===== src/rtl/mode_sequencer_pkg.sv =====
// Shared definitions for the mode sequencer: state codes, requester indices
// and the round-robin index helper.
package mode_sequencer_pkg;

  // Number of requesting modes.
  localparam int unsigned REQ_CNT = 3;

  // Requester indices.
  localparam logic [1:0] IDX_LNK  = 2'd0;
  localparam logic [1:0] IDX_RND  = 2'd1;
  localparam logic [1:0] IDX_FBCV = 2'd2;

  // Sequencer state codes; the codes 3'b101..3'b111 are unused.
  typedef enum logic [2:0] {
    ST_IDLE  = 3'b000,
    ST_FETCH = 3'b001,
    ST_EXEC  = 3'b010,
    ST_EXTRA = 3'b011,
    ST_DONE  = 3'b100
  } state_e;

  // Next requester index in round-robin order. Out-of-range indices wrap to LNK.
  function automatic logic [1:0] rr_next(input logic [1:0] idx);
    logic [1:0] nxt;
    if (idx >= IDX_FBCV) begin
      nxt = IDX_LNK;
    end else begin
      nxt = idx + 2'd1;
    end
    return nxt;
  endfunction

endpackage


===== src/rtl/mode_sequencer_if.sv =====
// Request/grant and datapath-control bundle between the mode sources,
// the datapath and the mode sequencer.
interface mode_sequencer_if;
  import mode_sequencer_pkg::*;

  logic [REQ_CNT-1:0] req;
  logic               extra;
  logic               step_done;
  logic [REQ_CNT-1:0] gnt;
  logic [2:0]         state_out;
  logic               busy;
  logic               fetch_en;
  logic               exec_en;
  logic               done;
  logic               timeout;

  // Requester/datapath side.
  modport master (
    output req, extra, step_done,
    input  gnt, state_out, busy, fetch_en, exec_en, done, timeout
  );

  // Sequencer side.
  modport slave (
    input  req, extra, step_done,
    output gnt, state_out, busy, fetch_en, exec_en, done, timeout
  );

endinterface


===== src/rtl/mode_sequencer_rr_pick.sv =====
// Combinational round-robin selector: searches the requests starting at the
// index after the last winner and returns the first one found.
module rr_pick
  import mode_sequencer_pkg::*;
(
  input  logic [REQ_CNT-1:0] req,
  input  logic [1:0]         last,
  output logic [REQ_CNT-1:0] win,
  output logic [1:0]         idx
);

  logic [1:0] c0_s;
  logic [1:0] c1_s;
  logic [1:0] c2_s;

  assign c0_s = rr_next(last);
  assign c1_s = rr_next(c0_s);
  assign c2_s = rr_next(c1_s);

  // Take the first active request in rotated priority order.
  always_comb begin
    win = 3'b000;
    idx = 2'd0;
    if (req[c0_s]) begin
      win = 3'b001 << c0_s;
      idx = c0_s;
    end else if (req[c1_s]) begin
      win = 3'b001 << c1_s;
      idx = c1_s;
    end else if (req[c2_s]) begin
      win = 3'b001 << c2_s;
      idx = c2_s;
    end else begin
      win = 3'b000;
      idx = 2'd0;
    end
  end

endmodule


===== src/rtl/mode_sequencer.sv =====
// Moore sequencer arbitrating the shared datapath between LNK, RND and FBCV
// and stepping each grant through fetch, execute and an optional extra
// execute phase, with a per-phase timeout.
module mode_sequencer
  import mode_sequencer_pkg::*;
#(
  parameter int unsigned TIMEOUT = 15
) (
  input  logic            clk,
  input  logic            rst_n,
  mode_sequencer_if.slave bus
);

  // Counter is just wide enough to reach TIMEOUT-1.
  localparam int unsigned    CNT_W    = (TIMEOUT > 1) ? $clog2(TIMEOUT) : 1;
  localparam logic [CNT_W-1:0] CNT_LAST = CNT_W'(TIMEOUT - 1);

  state_e             state_r;
  state_e             state_nxt_s;
  logic [REQ_CNT-1:0] gnt_r;
  logic [1:0]         gidx_r;
  logic [1:0]         last_r;
  logic               extra_r;
  logic               to_r;
  logic [CNT_W-1:0]   cnt_r;

  logic [REQ_CNT-1:0] win_s;
  logic [1:0]         win_idx_s;
  logic               phase_last_s;

  logic               busy_s;
  logic               fetch_en_s;
  logic               exec_en_s;
  logic               done_s;
  logic               timeout_s;

  rr_pick u_rr_pick (
    .req  (bus.req),
    .last (last_r),
    .win  (win_s),
    .idx  (win_idx_s)
  );

  assign phase_last_s = (cnt_r == CNT_LAST);

  // State register.
  always_ff @(posedge clk or negedge rst_n) begin
    if (!rst_n) begin
      state_r <= ST_IDLE;
    end else begin
      state_r <= state_nxt_s;
    end
  end

  // Next-state decode; step_done beats a simultaneous final timeout count.
  always_comb begin
    state_nxt_s = ST_IDLE;
    case (state_r)
      ST_IDLE: begin
        if (bus.req != 3'b000) begin
          state_nxt_s = ST_FETCH;
        end else begin
          state_nxt_s = ST_IDLE;
        end
      end
      ST_FETCH: state_nxt_s = ST_EXEC;
      ST_EXEC: begin
        if (bus.step_done) begin
          if (extra_r) begin
            state_nxt_s = ST_EXTRA;
          end else begin
            state_nxt_s = ST_DONE;
          end
        end else if (phase_last_s) begin
          state_nxt_s = ST_DONE;
        end else begin
          state_nxt_s = ST_EXEC;
        end
      end
      ST_EXTRA: begin
        if (bus.step_done || phase_last_s) begin
          state_nxt_s = ST_DONE;
        end else begin
          state_nxt_s = ST_EXTRA;
        end
      end
      ST_DONE: state_nxt_s = ST_IDLE;
      default: state_nxt_s = ST_IDLE;
    endcase
  end

  // Grant, round-robin history, extra/timeout flags and the phase counter.
  always_ff @(posedge clk or negedge rst_n) begin
    if (!rst_n) begin
      gnt_r   <= 3'b000;
      gidx_r  <= 2'd0;
      last_r  <= IDX_FBCV;
      extra_r <= 1'b0;
      to_r    <= 1'b0;
      cnt_r   <= CNT_W'(0);
    end else begin
      case (state_r)
        ST_IDLE: begin
          if (bus.req != 3'b000) begin
            gnt_r  <= win_s;
            gidx_r <= win_idx_s;
          end
        end
        ST_FETCH: begin
          extra_r <= bus.extra;
          cnt_r   <= CNT_W'(0);
        end
        ST_EXEC: begin
          if (bus.step_done) begin
            cnt_r <= CNT_W'(0);
          end else if (phase_last_s) begin
            to_r <= 1'b1;
          end else begin
            cnt_r <= cnt_r + CNT_W'(1);
          end
        end
        ST_EXTRA: begin
          if (!bus.step_done) begin
            if (phase_last_s) begin
              to_r <= 1'b1;
            end else begin
              cnt_r <= cnt_r + CNT_W'(1);
            end
          end
        end
        ST_DONE: begin
          last_r  <= gidx_r;
          gnt_r   <= 3'b000;
          gidx_r  <= 2'd0;
          extra_r <= 1'b0;
          to_r    <= 1'b0;
          cnt_r   <= CNT_W'(0);
        end
        default: begin
          gnt_r   <= 3'b000;
          gidx_r  <= 2'd0;
          extra_r <= 1'b0;
          to_r    <= 1'b0;
          cnt_r   <= CNT_W'(0);
        end
      endcase
    end
  end

  // Moore output decode from the registered state and flags.
  always_comb begin
    busy_s     = 1'b0;
    fetch_en_s = 1'b0;
    exec_en_s  = 1'b0;
    done_s     = 1'b0;
    timeout_s  = 1'b0;
    case (state_r)
      ST_IDLE:  busy_s = 1'b0;
      ST_FETCH: begin
        busy_s     = 1'b1;
        fetch_en_s = 1'b1;
      end
      ST_EXEC, ST_EXTRA: begin
        busy_s    = 1'b1;
        exec_en_s = 1'b1;
      end
      ST_DONE: begin
        busy_s    = 1'b1;
        done_s    = 1'b1;
        timeout_s = to_r;
      end
      default: busy_s = 1'b1;
    endcase
  end

  assign bus.gnt       = gnt_r;
  assign bus.state_out = state_r;
  assign bus.busy      = busy_s;
  assign bus.fetch_en  = fetch_en_s;
  assign bus.exec_en   = exec_en_s;
  assign bus.done      = done_s;
  assign bus.timeout   = timeout_s;

endmodule

===== src/flat_wrapper.sv =====
// flat-port wrapper written by rule: the top's interface ports become plain ports
module mode_sequencer_flat import mode_sequencer_pkg::*;
#(
  parameter int unsigned TIMEOUT = 15
)
  (clk, rst_n, bus_req, bus_extra, bus_step_done, bus_gnt, bus_state_out, bus_busy, bus_fetch_en, bus_exec_en, bus_done, bus_timeout);
  mode_sequencer_if bus_i ();
  input  logic clk;
  input  logic rst_n;
  input wire logic [$bits(bus_i.req)-1:0] bus_req;
  input wire logic [$bits(bus_i.extra)-1:0] bus_extra;
  input wire logic [$bits(bus_i.step_done)-1:0] bus_step_done;
  output wire logic [$bits(bus_i.gnt)-1:0] bus_gnt;
  output wire logic [$bits(bus_i.state_out)-1:0] bus_state_out;
  output wire logic [$bits(bus_i.busy)-1:0] bus_busy;
  output wire logic [$bits(bus_i.fetch_en)-1:0] bus_fetch_en;
  output wire logic [$bits(bus_i.exec_en)-1:0] bus_exec_en;
  output wire logic [$bits(bus_i.done)-1:0] bus_done;
  output wire logic [$bits(bus_i.timeout)-1:0] bus_timeout;
  assign bus_i.req = bus_req;
  assign bus_i.extra = bus_extra;
  assign bus_i.step_done = bus_step_done;
  assign bus_gnt = bus_i.gnt;
  assign bus_state_out = bus_i.state_out;
  assign bus_busy = bus_i.busy;
  assign bus_fetch_en = bus_i.fetch_en;
  assign bus_exec_en = bus_i.exec_en;
  assign bus_done = bus_i.done;
  assign bus_timeout = bus_i.timeout;
  mode_sequencer #(.TIMEOUT(TIMEOUT)) u_core (.clk(clk), .rst_n(rst_n), .bus(bus_i));
endmodule

===== config.mk =====
export PLATFORM = sky130hd
export DESIGN_NAME = mode_sequencer_flat
export DESIGN_NICKNAME = d
export VERILOG_FILES = /design/src/rtl/mode_sequencer_pkg.sv /design/src/rtl/mode_sequencer_if.sv /design/src/rtl/mode_sequencer_rr_pick.sv /design/src/rtl/mode_sequencer.sv /design/src/flat_wrapper.sv
export SDC_FILE = /design/constraint.sdc
export NUM_CORES = 1
export LEC_CHECK = 0
export CAP_MARGIN = 40
export CORE_MARGIN = 2
export CORE_UTILIZATION = 49
export DETAILED_ROUTE_END_ITERATION = 8
export PLACE_DENSITY = 0.77
export REMOVE_ABC_BUFFERS = 1
export SYNTH_ARGS = -nofsm -noshare
export SYNTH_HDL_FRONTEND = slang
export SYNTH_SLANG_ARGS = --single-unit

===== constraint.sdc =====
create_clock -name clk -period 1.9 [get_ports clk]
set_clock_uncertainty 0.1 [all_clocks]
set_input_delay 0.285 -clock clk [delete_from_list [all_inputs] [get_ports clk]]
set_output_delay 0.285 -clock clk [all_outputs]
set_load 0.1 [all_outputs]

Figure 1. Nets reached from selected ports (run 1).
Drawn at 6 px/um.
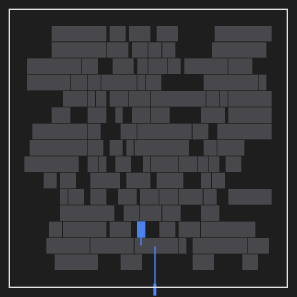
| color | port | bits | direction | edge | end cells | buffers | wire |
|---|---|---|---|---|---|---|---|
| blue | bus_fetch_en | 1 | output | south | 1 | 1 | 8.00 um |
count of boundary I/O pins: 18
number of port buffers: 17

Figure 2. Drive-strength map (run 1).
Drawn at 10 px/um.
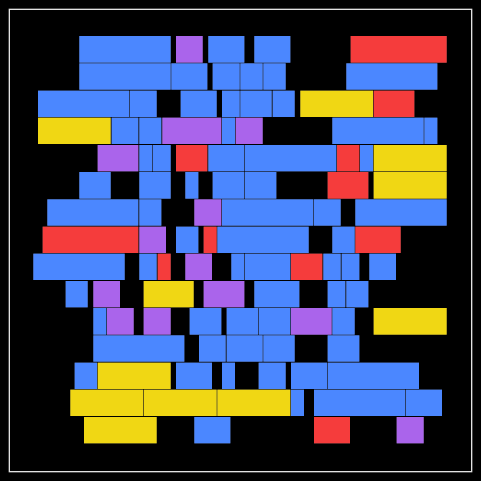
| color | size | cells | share |
|---|---|---|---|
| purple | _3 and _4 cells | 13 | 13% |
| yellow | _6 and larger | 11 | 11% |
| red | _2 cells | 11 | 11% |
| blue | _0 and _1 cells | 69 | 66% |
minimum setup slack in the final design: 53.6 ps
count of plain and timing-repair buffers in the layout: 22

==> run summary, run 1 <==
run metrics: result of the run finished clean, buffer share of cell area 0.248, max cap viols 0, number of buffers created by CTS 3, Max stage delay on crit path around 490 ps, tally of yosys warning messages 0, H-Tree Level Count 1, critical-path cell with the highest stage delay dfrtp_2, OpenROAD warning count 28, layout cell share with drive strength beyond 1 0.337, per-cell via count in the routed design approximately 6, dominant class by area multi-input combinational cells, final setup violation count 0, path category of the worst min-delay check input port to asynchronous set/reset pin, number of inverters outside the clock class in the layout 5, DIE HEIGHT roughly 46 um, top cell family by delay on the critical path flip-flops, number of antenna violations at the first check in global routing 0, layout overhead on the synthesized area 41.6%, wire length of the first global-routing pass 2860 um, top-count cell post-synth dfrtp_1, number of placement rows 15, top achievable clock speed 542 MHz, fill count roughly 130, total cells reported by yosys after synthesis roughly 80, DR vias ~740, number of post-CTS setup repair buffers 0, post-synth design cell area between 800 and 900 um^2, number of well-tap cells placed 17, number of nets with antenna violations after detailed routing 0, length of the first detailed-routing pass in iterations 4, clock buffer instance count of the final layout 4, met2 routing resource usage after global routing 0.286, DIE WIDTH around 46 um, sequential fraction of the synthesis area 0.463, Crit. End Element output port, flops & latches, synth 16, Top cells excl fill/tap 14 x dfrtp_1, 10 x buf_12, 6 x clkdlybuf4s50_1, 6 x buf_4, synthesis area per yosys 868 um^2, DRT Wirelength 1800 um, worst slew slack as a fraction of its limit 0.811, setup repair after global routing missed its margin yes, CTS sink count 16, required time at the endpoint of the critical path roughly 1500 ps, final design instance area without fill 0.00123 mm^2, post-synthesis area per instance about 11 um^2, commonest register cell after synthesis dfrtp_1, largest net degree at the start of global routing 17, antenna diode count 0, global placement routability congestion 0.912, Top area cell types dfrtp_1 43%, nand4b_1 4.0%, dfstp_2 3.0%, global-route layer with the greatest usage met2, category of the critical setup timing path flop to output port
Figure 3. Selected gate families (run 1).
Drawn at 10 px/um.
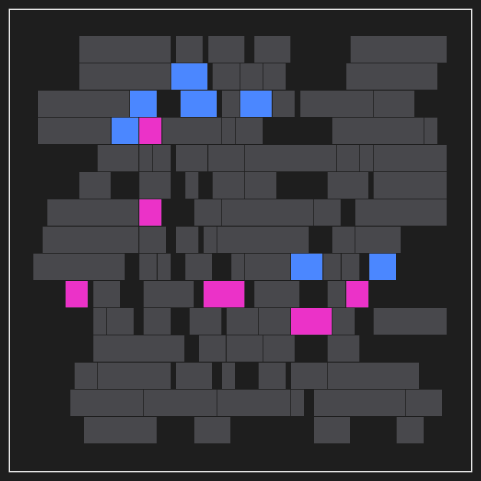
| color | family | cells |
|---|---|---|
| magenta | AND and OR gates | 6 |
| blue | AND-OR and OR-AND gates | 7 |
combinational share of cell area: 0.362
number of cells in the finished layout apart from fillers: 121
Top cell excl fill/tap: dfrtp_1

-- run 1: through the flow --
stage               hold WS, ps  setup slack [ps]  setup TNS (ps)  instances
global placement            381               170               0        117
finish                      208              53.6               0        121
floorplan                  -111             -1170           -6210         78
CTS                         216             -1.22           -1.22        121
global route                221             -12.6           -22.8        121
detailed placement          386               139               0        117
-- run 1: layer usage --
metal / vias to the layer above / wire length (um)
met5: - / 0
met3: 2 / 78
li1: 350 / -
met1: 368 / 823
met2: 18 / 890
met4: 0 / 12
-- run 1: sequential cells by signal (all words and copies together) (netlist names) --
signal / flops
u_core.bus.gnt: 3
u_core.cnt_r: 4
u_core.to_r: 1
u_core.extra_r: 1
u_core.last_r: 2
u_core.bus.state_out: 3
u_core.gidx_r: 2
-- run 1: kinds of logic (layout without fill, tap and decap cells) --
logic type,count (synthesis),count (layout),synth area share
AOI/OAI and AO/OA,21,21,0.193
adders and majority gates,2,2,0.0288
buffers and inverters,7,31,0.0403
DFF,16,16,0.463
muxes,4,4,0.0490
and+or+nand+nor,30,30,0.226
-- run 1: final timing paths --
path / depth (start not counted) / start / to
max: 4 / u_core.bus.state_out[1] / bus_timeout
min: 2 / rst_n / u_core.cnt_r[2]
max reg2reg: 5 / u_core.cnt_r[0] / u_core.bus.state_out[0]
min reg2reg: 1 / u_core.gidx_r[0] / u_core.gidx_r[0]
max in group asynchronous: 2 / rst_n / u_core.last_r[1]
min in group clk: 1 / u_core.gidx_r[0] / u_core.gidx_r[0]
-- run 1: what timing repair did --
action,4_1_cts,5_1_grt
hold buffers,0,0
setup endpoints to repair,1,4
gates resized,2,2
gates cloned,0,0
Figure 4. Placement view (run 1).
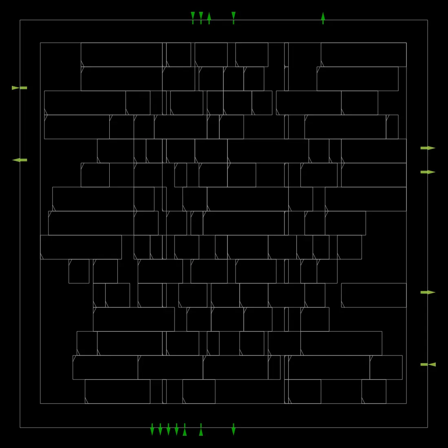

==> run 1 -> run 2 <==
CORE_UTILIZATION = 40   (was 49)
PLACE_DENSITY = unset   (was 0.77)
Figure 5. Placement view (run 2).
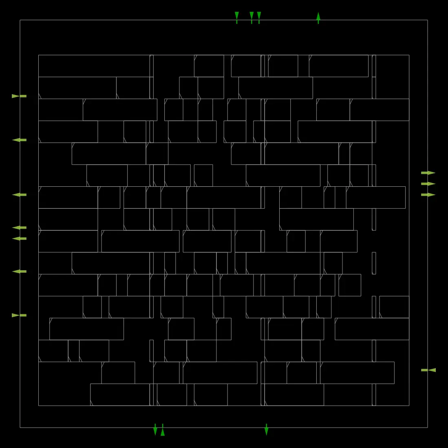
fraction of area in registers: 0.319
number of flip-flops and latches: 16

Figure 6. Pin placement (run 2).
Drawn at 10 px/um. Pins as bars across the die edge, other pins in gray.
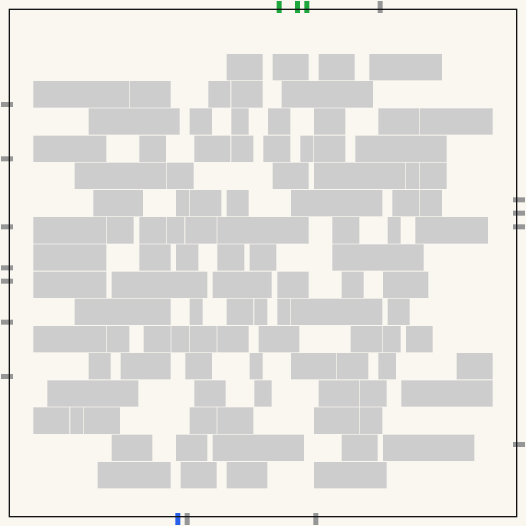
| color | port | pins | direction | edge |
|---|---|---|---|---|
| blue | bus_fetch_en | 1 | output | south |
| green | bus_req | 3 | input | north |
all pins by edge: 7 west, 4 east, 4 north, 3 south
DIE WIDTH: 50.6 um
DIE HEIGHT: 50.6 um

==> run 2 against run 1 <==
Against the previous run: die size up 20%; setup slack better by 40 ps; register-to-register slack better by 40 ps; hold slack better by 14 ps; clock-buffer cell count unchanged; flip-flop count unchanged; final area up 3.2%; fmax up 2.2%; critical path type unchanged.
==> run summary, run 2 <==
run metrics: DR vias 721, wire length of the first global-routing pass about 3300 um, worst slew pin tran between 500 and 600 ps, Post-Synthesis Cells 80, Final #Nets between 100 and 150, minimum setup slack in the final design between 90 and 100 ps, post-synth design cell area a little under 900 um^2, library cell with the largest summed area after synthesis dfrtp_1, arrival time at the worst endpoint between 1000 and 1500 ps, DRT Wirelength around 1800 um, result of the run finished clean, critical-path maximum fanout 6, Top-area cell share 0.432, final hold violations 0, Top area cell types dfrtp_1 43%, nand4b_1 4.0%, dfstp_2 3.0%, clock slew seen by the registers of the worst setup and hold paths ~100 ps, crit path time final approximately 1800 ps, largest net degree at the start of global routing 11, number of nets with antenna violations after detailed routing 0, grt ovf 0, worst-case reg-to-reg path depth 5, register name with the most flops u_core.cnt_r, commonest register cell after synthesis dfrtp_1, required time at the endpoint of the critical path 1510 ps, number of antenna violations at the first check in global routing 0, global placement routability congestion 0.812, path category of the worst min-delay check input port to asynchronous set/reset pin, Crit. End Element output port, Iteration-0 DRC Markers 7, post-route DRC violation count 0, Top cells excl fill/tap 13 x dfrtp_1, 10 x buf_12, 7 x buf_4, number of buffers created by CTS 3, standard cell core area between 0.002 and 0.0025 mm^2, length of the first detailed-routing pass in iterations 4, routed wl met3 ~93 um, placed insts about 130, CP endpoint bus_busy, Top cell excl fill/tap dfrtp_1, layout overhead on the synthesized area 46.1%, detail-routed net length per standard cell about 14 um, worst slew slack as a fraction of its limit 0.665, total cells reported by yosys after synthesis roughly 80, max cap viols 0, post-synthesis area per instance around 11 um^2, number of placement rows 16, post-route clock period utilization 0.951, layout cell share with drive strength beyond 1 0.381, OpenROAD warning count 26, critical-path cell with the highest stage delay dfrtp_1, Max stage delay on crit path around 430 ps, area of the die 0.00256 mm^2, top cell family by delay on the critical path buffers and inverters, top routing layer in use met4, max FFs per register 4, Cell Type Count 37, top-count cell post-synth dfrtp_1, vias in the first global route 724, met2 wirelength from detailed routing ~790 um, root buf cell clkbuf_4, final setup violation count 0, per-cell via count in the routed design between 5 and 6, metal1 wirelength 956 um, final design instance area without fill about 0.0013 mm^2, TritonCTS clock tree yes, most frequent cells after synthesis 15 x dfrtp_1, 4 x nand2_1, 4 x nand4b_1, 4 x nor2b_1, number of cells on the critical path 4, end-of-flow core utilization 0.634, Synth async-reset ratio 1.00, post-detailed-placement half-perimeter wirelength 1340 um, tally of yosys warning messages 0, number of cells in the finished layout apart from fillers between 100 and 150, synthesis area per yosys between 800 and 900 um^2, placement-stage worst setup slack 140 ps, largest buffer count on any clock path 2, EDFF count, synth 0, count of boundary I/O pins 18, Critical Path Source Type flop, sequential fraction of the synthesis area 0.463, antenna diode count 0, number of port buffers 17, top achievable clock speed 554 MHz, category of the critical setup timing path flop to output port, worst flop-to-flop path startpoint u_core.cnt_r[0], total routing usage reported by global routing 0.170, H-Tree Level Count 1, start point of the critical path u_core.bus.state_out[0], r2r endpoint u_core.bus.state_out[0], initial cell density of the core 0.434, CTS sink count 16, flops & latches, synth 16
==> run 2: kinds of logic (layout without fill, tap and decap cells) <==
group | count (synthesis) | after routing | share of synthesized area
adder cells (fa/ha/maj) | 2 | 2 | 0.0288
buffers and inverters | 7 | 32 | 0.0403
flip-flops | 16 | 16 | 0.463
AND/OR/NAND/NOR | 30 | 30 | 0.226
AND-OR/OR-AND | 21 | 21 | 0.193
multiplexers | 4 | 4 | 0.0490
==> run 2: metal layers <==
layer  global-route usage  vias up
met5                    0        -
met4               0.0405        0
met3               0.0565        2
met2                0.246       16
met1                0.245      351
li1                     -      352
==> run 2: per-stage QoR <==
stage               hold WS [ps]  setup TNS [ps]
floorplan                   -111           -6210
global placement             360               0
detailed placement           375               0
CTS                          240               0
global route                 250           -7.52
finish                       222               0
==> run 2: what timing repair did <==
action,CTS,global route
buffers inserted,1,0
endpoints found under the setup margin,2,4
hold buffers,0,0
pin swaps,0,1
resized,2,8
gates cloned,0,0
==> run 2: worst register-to-register path: cells and delay by family (launching register included) <==
kind	cells	cell delay [ps]
AOI/OAI and AO/OA	2	520
DFF	1	440
adders and majority gates	1	220
and+or+nand+nor	1	200
buffers and inverters	1	90
==> run 2: cell type report <==
| class | count | area, um^2 |
|---|---|---|
| inverter | 5 | 18.8 |
| tap | 27 | 33.8 |
| multi-input combinational | 57 | 463 |
| fill | 166 | 733 |
| clock buffer | 4 | 36.3 |
| sequential | 16 | 404 |
| timing repair buffer | 23 | 313 |
